### config.mk
export PLATFORM = sky130hd
export DESIGN_NAME = mac_wb_arbiter
export DESIGN_NICKNAME = d
export VERILOG_FILES = /design/src/rtl/mac_wb_arbiter.sv
export SDC_FILE = /design/constraint.sdc
export NUM_CORES = 1
export LEC_CHECK = 0
export CAP_MARGIN = 25
export CORE_AREA = 2 2 123 125
export CTS_CLUSTER_SIZE = 25
export DETAILED_ROUTE_END_ITERATION = 8
export DIE_AREA = 0 0 125 127
export PLACE_DENSITY_LB_ADDON = 0.1
export SLEW_MARGIN = 20
export SYNTH_ARGS = -nofsm -noshare
export SYNTH_HDL_FRONTEND = slang
export SYNTH_SLANG_ARGS = --single-unit
### constraint.sdc
create_clock -name app_clk -period 5.3 [get_ports app_clk]
set_input_delay 1.325 -clock app_clk [delete_from_list [all_inputs] [get_ports app_clk]]
set_output_delay 1.325 -clock app_clk [all_outputs]
set_load 0.01 [all_outputs]
### src/rtl/mac_wb_arbiter.sv
// Round-robin Wishbone arbiter sharing the MAC buffer-memory port between host, TX DMA and RX DMA.
// It watches acked transfers for descriptor-queue count pulses and aborts hung slave cycles.
module mac_wb_arbiter #(
  parameter int NM      = 3,
  parameter int AW      = 16,
  parameter int TMO_CYC = 255
) (
  input  logic             app_clk,
  input  logic             reset,
  input  logic [NM-1:0]    m_cyc_i,
  input  logic [NM-1:0]    m_stb_i,
  input  logic [NM-1:0]    m_we_i,
  input  logic [NM*AW-1:0] m_adr_i,
  input  logic [NM*4-1:0]  m_sel_i,
  input  logic [NM*32-1:0] m_dat_i,
  output logic [31:0]      m_dat_o,
  output logic [NM-1:0]    m_ack_o,
  output logic [NM-1:0]    m_err_o,
  output logic             s_cyc_o,
  output logic             s_stb_o,
  output logic             s_we_o,
  output logic [AW-1:0]    s_adr_o,
  output logic [3:0]       s_sel_o,
  output logic [31:0]      s_dat_o,
  input  logic [31:0]      s_dat_i,
  input  logic             s_ack_i,
  input  logic [9:0]       cfg_tx_qbase_addr,
  input  logic [9:0]       cfg_rx_qbase_addr,
  output logic             tx_qcnt_inc,
  output logic             tx_qcnt_dec,
  output logic             rx_qcnt_inc,
  output logic             rx_qcnt_dec
);

  localparam int GW = (NM > 1) ? $clog2(NM) : 1;

  typedef enum logic [1:0] {
    IDLE  = 2'd0,
    BUSY  = 2'd1,
    ABORT = 2'd2
  } state_t;

  state_t        state_reg;
  logic [GW-1:0] grant_reg;
  logic [GW-1:0] last_grant_reg;
  logic [7:0]    tmo_cnt_reg;
  logic          tx_inc_reg;
  logic          tx_dec_reg;
  logic          rx_inc_reg;
  logic          rx_dec_reg;

  logic [AW-1:0] adr_arr [NM];
  logic [3:0]    sel_arr [NM];
  logic [31:0]   dat_arr [NM];

  logic          g_cyc;
  logic          g_stb;
  logic          g_we;
  logic          busy;
  logic          tmo_hit;
  logic          live;
  logic          ack_route;
  logic          snoop;
  logic          tx_hit;
  logic          rx_hit;
  logic [GW-1:0] rr_pick;
  logic          rr_found;

  for (genvar gi = 0; gi < NM; gi++) begin : g_master
    assign adr_arr[gi] = m_adr_i[gi*AW +: AW];
    assign sel_arr[gi] = m_sel_i[gi*4 +: 4];
    assign dat_arr[gi] = m_dat_i[gi*32 +: 32];
    assign m_ack_o[gi] = ack_route & (grant_reg == GW'(gi));
    assign m_err_o[gi] = tmo_hit & (grant_reg == GW'(gi));
  end

  // Search starts just past the previous owner, so nobody keeps fixed priority.
  always_comb begin
    logic [GW-1:0] cand;
    rr_pick  = '0;
    rr_found = 1'b0;
    cand     = '0;
    for (int i = 1; i <= NM; i++) begin
      cand = GW'((int'(last_grant_reg) + i) % NM);
      if (!rr_found && m_cyc_i[cand]) begin
        rr_pick  = cand;
        rr_found = 1'b1;
      end
    end
  end

  assign g_cyc = m_cyc_i[grant_reg];
  assign g_stb = m_stb_i[grant_reg];
  assign g_we  = m_we_i[grant_reg];

  // The owner's cyc drives the slave directly so a release drops s_cyc_o in the same cycle.
  assign busy      = (state_reg == BUSY);
  assign tmo_hit   = busy & g_cyc & (tmo_cnt_reg == 8'(TMO_CYC));
  assign live      = busy & g_cyc & ~tmo_hit;
  assign ack_route = live & g_stb & s_ack_i;

  assign s_cyc_o = live;
  assign s_stb_o = live & g_stb;
  assign s_we_o  = live & g_we;
  assign s_adr_o = live ? adr_arr[grant_reg] : '0;
  assign s_sel_o = live ? sel_arr[grant_reg] : '0;
  assign s_dat_o = live ? dat_arr[grant_reg] : '0;
  assign m_dat_o = live ? s_dat_i : '0;

  assign snoop  = s_cyc_o & s_stb_o & s_ack_i & s_sel_o[3];
  assign tx_hit = snoop & (s_adr_o[15:6] == cfg_tx_qbase_addr);
  assign rx_hit = snoop & (s_adr_o[15:6] == cfg_rx_qbase_addr);

  always_ff @(posedge app_clk) begin
    if (reset) begin
      state_reg      <= IDLE;
      grant_reg      <= '0;
      last_grant_reg <= GW'(NM - 1);
      tmo_cnt_reg    <= '0;
      tx_inc_reg     <= 1'b0;
      tx_dec_reg     <= 1'b0;
      rx_inc_reg     <= 1'b0;
      rx_dec_reg     <= 1'b0;
    end else begin
      tx_inc_reg <= tx_hit & s_we_o;
      tx_dec_reg <= tx_hit & ~s_we_o;
      rx_inc_reg <= rx_hit & s_we_o;
      rx_dec_reg <= rx_hit & ~s_we_o;
      case (state_reg)
        IDLE: begin
          tmo_cnt_reg <= '0;
          if (rr_found) begin
            grant_reg <= rr_pick;
            state_reg <= BUSY;
          end
        end
        BUSY: begin
          if (!g_cyc) begin
            last_grant_reg <= grant_reg;
            tmo_cnt_reg    <= '0;
            state_reg      <= IDLE;
          end else if (tmo_hit) begin
            tmo_cnt_reg <= '0;
            state_reg   <= ABORT;
          end else if (s_stb_o && !s_ack_i) begin
            tmo_cnt_reg <= tmo_cnt_reg + 8'd1;
          end else begin
            tmo_cnt_reg <= '0;
          end
        end
        ABORT: begin
          // Slave stays released until the aborted master gives up its cycle.
          tmo_cnt_reg <= '0;
          if (!g_cyc) begin
            last_grant_reg <= grant_reg;
            state_reg      <= IDLE;
          end
        end
        default: begin
          tmo_cnt_reg <= '0;
          state_reg   <= IDLE;
        end
      endcase
    end
  end

  assign tx_qcnt_inc = tx_inc_reg;
  assign tx_qcnt_dec = tx_dec_reg;
  assign rx_qcnt_inc = rx_inc_reg;
  assign rx_qcnt_dec = rx_dec_reg;

endmodule

==> images/placement_by_type.png <==
Bar = 50 um.
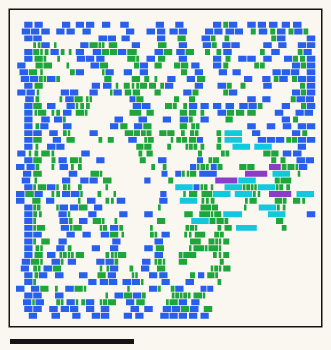
[green] combinational and other logic | cells: 393
[cyan] sequential cells | cells: 18
[blue] remaining buffers and delay cells | cells: 330
[purple] clock drivers and dummy loads | cells: 4
row cnt: 44
Core Region: 14400 um2
Finished Core Util: 44.5%
sequential cell area share: 5.69%

==> out/metrics.csv <==
stage,metric,value,unit
logic_synthesis,synth_flops,18,
global_route,grt_first_pass_wirelength,24.8,mm
timing,clock_skew,2.96,ps
die,chipArea,15900,um2
drt,wl,16.7,mm
drt,ant_nets,0,
worst_setup_path,reg2regPathDepth,7,
logic_synthesis,syn_area_per_cell,6.61,um2
logic_synthesis,edf_count,0,
timing,max_freq,194,MHz
drt,first_iter_violations,144,
worst_setup_path,startpoint,m_cyc_i[2],
worst_setup_path,r2r_end,rx_qcnt_dec$_SDFF_PP0_,
logic_synthesis,async_flop_share,0,%
logic_synthesis,yosys_cells,443,
timing,final_max_slew_viol_count,0,
timing,relSlewSlack,52.8,%
drt,drt-pass1-iter-count,5,
timing,final.period_utilization,97.3,%
global_route,met3_usage,5.61,%
timing,worst_slew_pin_slew,709,ps
global_route,antenna_found_initial,1,
worst_setup_path,timing.critical_path.to,s_dat_o[20],
min_path,hp-class,reg2reg,
power_and_ir_drop,vdd_ir_drop_max,0.151,mV
worst_setup_path,cp-end-kind,primary output,
worst_setup_path,worstPathMaxFanout,31,
final_layout,drive_gt1_share,3.62,%
logic_synthesis,yosys-top-cells-area,"mux2i_1 19%, nor2_1 13%, dfxtp_1 12%",
final_layout,fin_area,6420,um2
cts,cts_root_buf,clkbuf_16,
power_and_ir_drop,power_density,345,nW/um2
worst_setup_path,cp_data_required_time,3970,ps
logic_synthesis,synth_chip_area,2930,um2
timing,report.final.hold_viol_count,0,
drt,vias,4387,
worst_setup_path,timing.rr.start,grant_reg[1]$_SDFFE_PP0P_,
global_route,grt_overflow_total,0,
place,gp_congestion,0.835,
logic_synthesis,top_area_cell,mux2i_1,
place,place_area,6320,um2
worst_setup_path,ff2ff_setup_slack,2040,ps
die,die_x,125,um
run_status,status,completed,
final_layout,syn_to_final_growth,119,%
final_layout,largest_reg_flops,8,
timing,period_needed,5160,ps
worst_setup_path,arrival,3830,ps
job,max-cap-violations,0,
logic_synthesis,post_synth_num_cell_types,48,
logic_synthesis,postSynthSeqShare,12.3,%
timing,finalSetupViolations,0,
cts,clk_pin_slew,50,ps
die,die_h,127,um
drt,detail_route.wl_per_cell,18.0,um
place,io_buffers,316,
cts,clk_latency,250,ps
global_route,grt_util_met1,19.6,%
cts,cts_tree,done,
worst_setup_path,critPathKind,in2out,
power_and_ir_drop,power.leakage,2.33,nW
logic_synthesis,synthFlopType,dfxtp_1,
die,initCoreUtil,20.3,%
cts,clockBufferDepth,2,
==> images/flops_by_reg.png <==
Bar = 50 um.
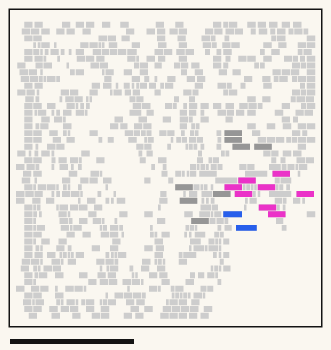
[blue] grant_reg | placed flops: 2
[magenta] tmo_cnt_reg | placed flops: 8 | where: middle right
not colored: 8
seq pwr: 0.000233 W
register area: 365 um2

==> synthesized netlist by cell type, drive strengths merged, types with 7 or more instances <==
| cell type | instances |
|---|---|
| buf | 18 |
| nand3 | 8 |
| a21oi | 49 |
| nor3 | 11 |
| o21ai | 12 |
| dfxtp | 18 |
| ha | 7 |
| xnor2 | 12 |
| and2 | 36 |
| mux2i | 57 |
| inv | 13 |
| nor2 | 105 |
| clkbuf | 14 |
| nand2 | 12 |
==> per-stage QoR <==
step	cells	hold WS [ps]	power [W]	util [%]	setup slack, ps
floorplan	443	426	0.00125	-	1110
finish	930	465	0.00221	44.5	142
global placement	925	437	0.00205	43.8	134
CTS	929	464	0.00224	44.5	117
detailed placement	925	452	0.00206	43.8	122
global route	930	512	0.00238	44.5	18.5
==> repair_timing <==
item,in CTS,in global routing
setup endpoints to repair,0,1
resized,0,1
endpoints found under the hold margin,0,0
==> worst min path at each step <==
stage | from | endpoint
floorplan | tmo_cnt_reg[0]$_SDFF_PP0_ | tmo_cnt_reg[0]$_SDFF_PP0_
global placement | tmo_cnt_reg[0]$_SDFF_PP0_ | tmo_cnt_reg[0]$_SDFF_PP0_
detailed placement | tmo_cnt_reg[0]$_SDFF_PP0_ | tmo_cnt_reg[0]$_SDFF_PP0_
CTS | tmo_cnt_reg[0]$_SDFF_PP0_ | tmo_cnt_reg[0]$_SDFF_PP0_
global route | tmo_cnt_reg[0]$_SDFF_PP0_ | tmo_cnt_reg[0]$_SDFF_PP0_
finish | tmo_cnt_reg[0]$_SDFF_PP0_ | tmo_cnt_reg[0]$_SDFF_PP0_
==> critical path: stages <==
cell             delay, ps
clkdlybuf4s50_1        480
mux2i_1                100
mux2_4                 300
or3_2                  470
buf_4                  170
buf_12                 160
nor2_1                 220
clkdlybuf4s50_1        590
==> power breakdown <==
part / switching (W) / internal (W) / total (W)
clock: 0.0000505 / 0.000115 / 0.000165
sequential: 0.0000749 / 0.000158 / 0.000233
combinational: 0.000909 / 0.000904 / 0.00181
==> area by class of cell <==
type	count	area, um2
fill	1481	8010
timing repair buffer	330	3280
multi-input combinational	380	2400
sequential	18	365
tap	184	230
clock buffer	4	88.8
inverter	13	48.8
antenna	1	2.50
==> logic make-up after synthesis <==
| group | synth area share, % |
|---|---|
| mux | 20.8 |
| buf+inv | 6.07 |
| fa+ha+maj | 2.99 |
| simple gates | 32.7 |
| flops | 12.3 |
| xor+xnor | 4.49 |
| compound gates | 20.7 |
==> per-layer routing <==
metal  up-vias  wire (um)  share of wire, %
li1       2165          -                 -
met1      2012       5810                35
met3        18       1390               8.3
met2       192       9220                55
met4         0        320               1.9
met5         -          0                 0
No activity file was given, so power comes from the tool's default toggle rates.
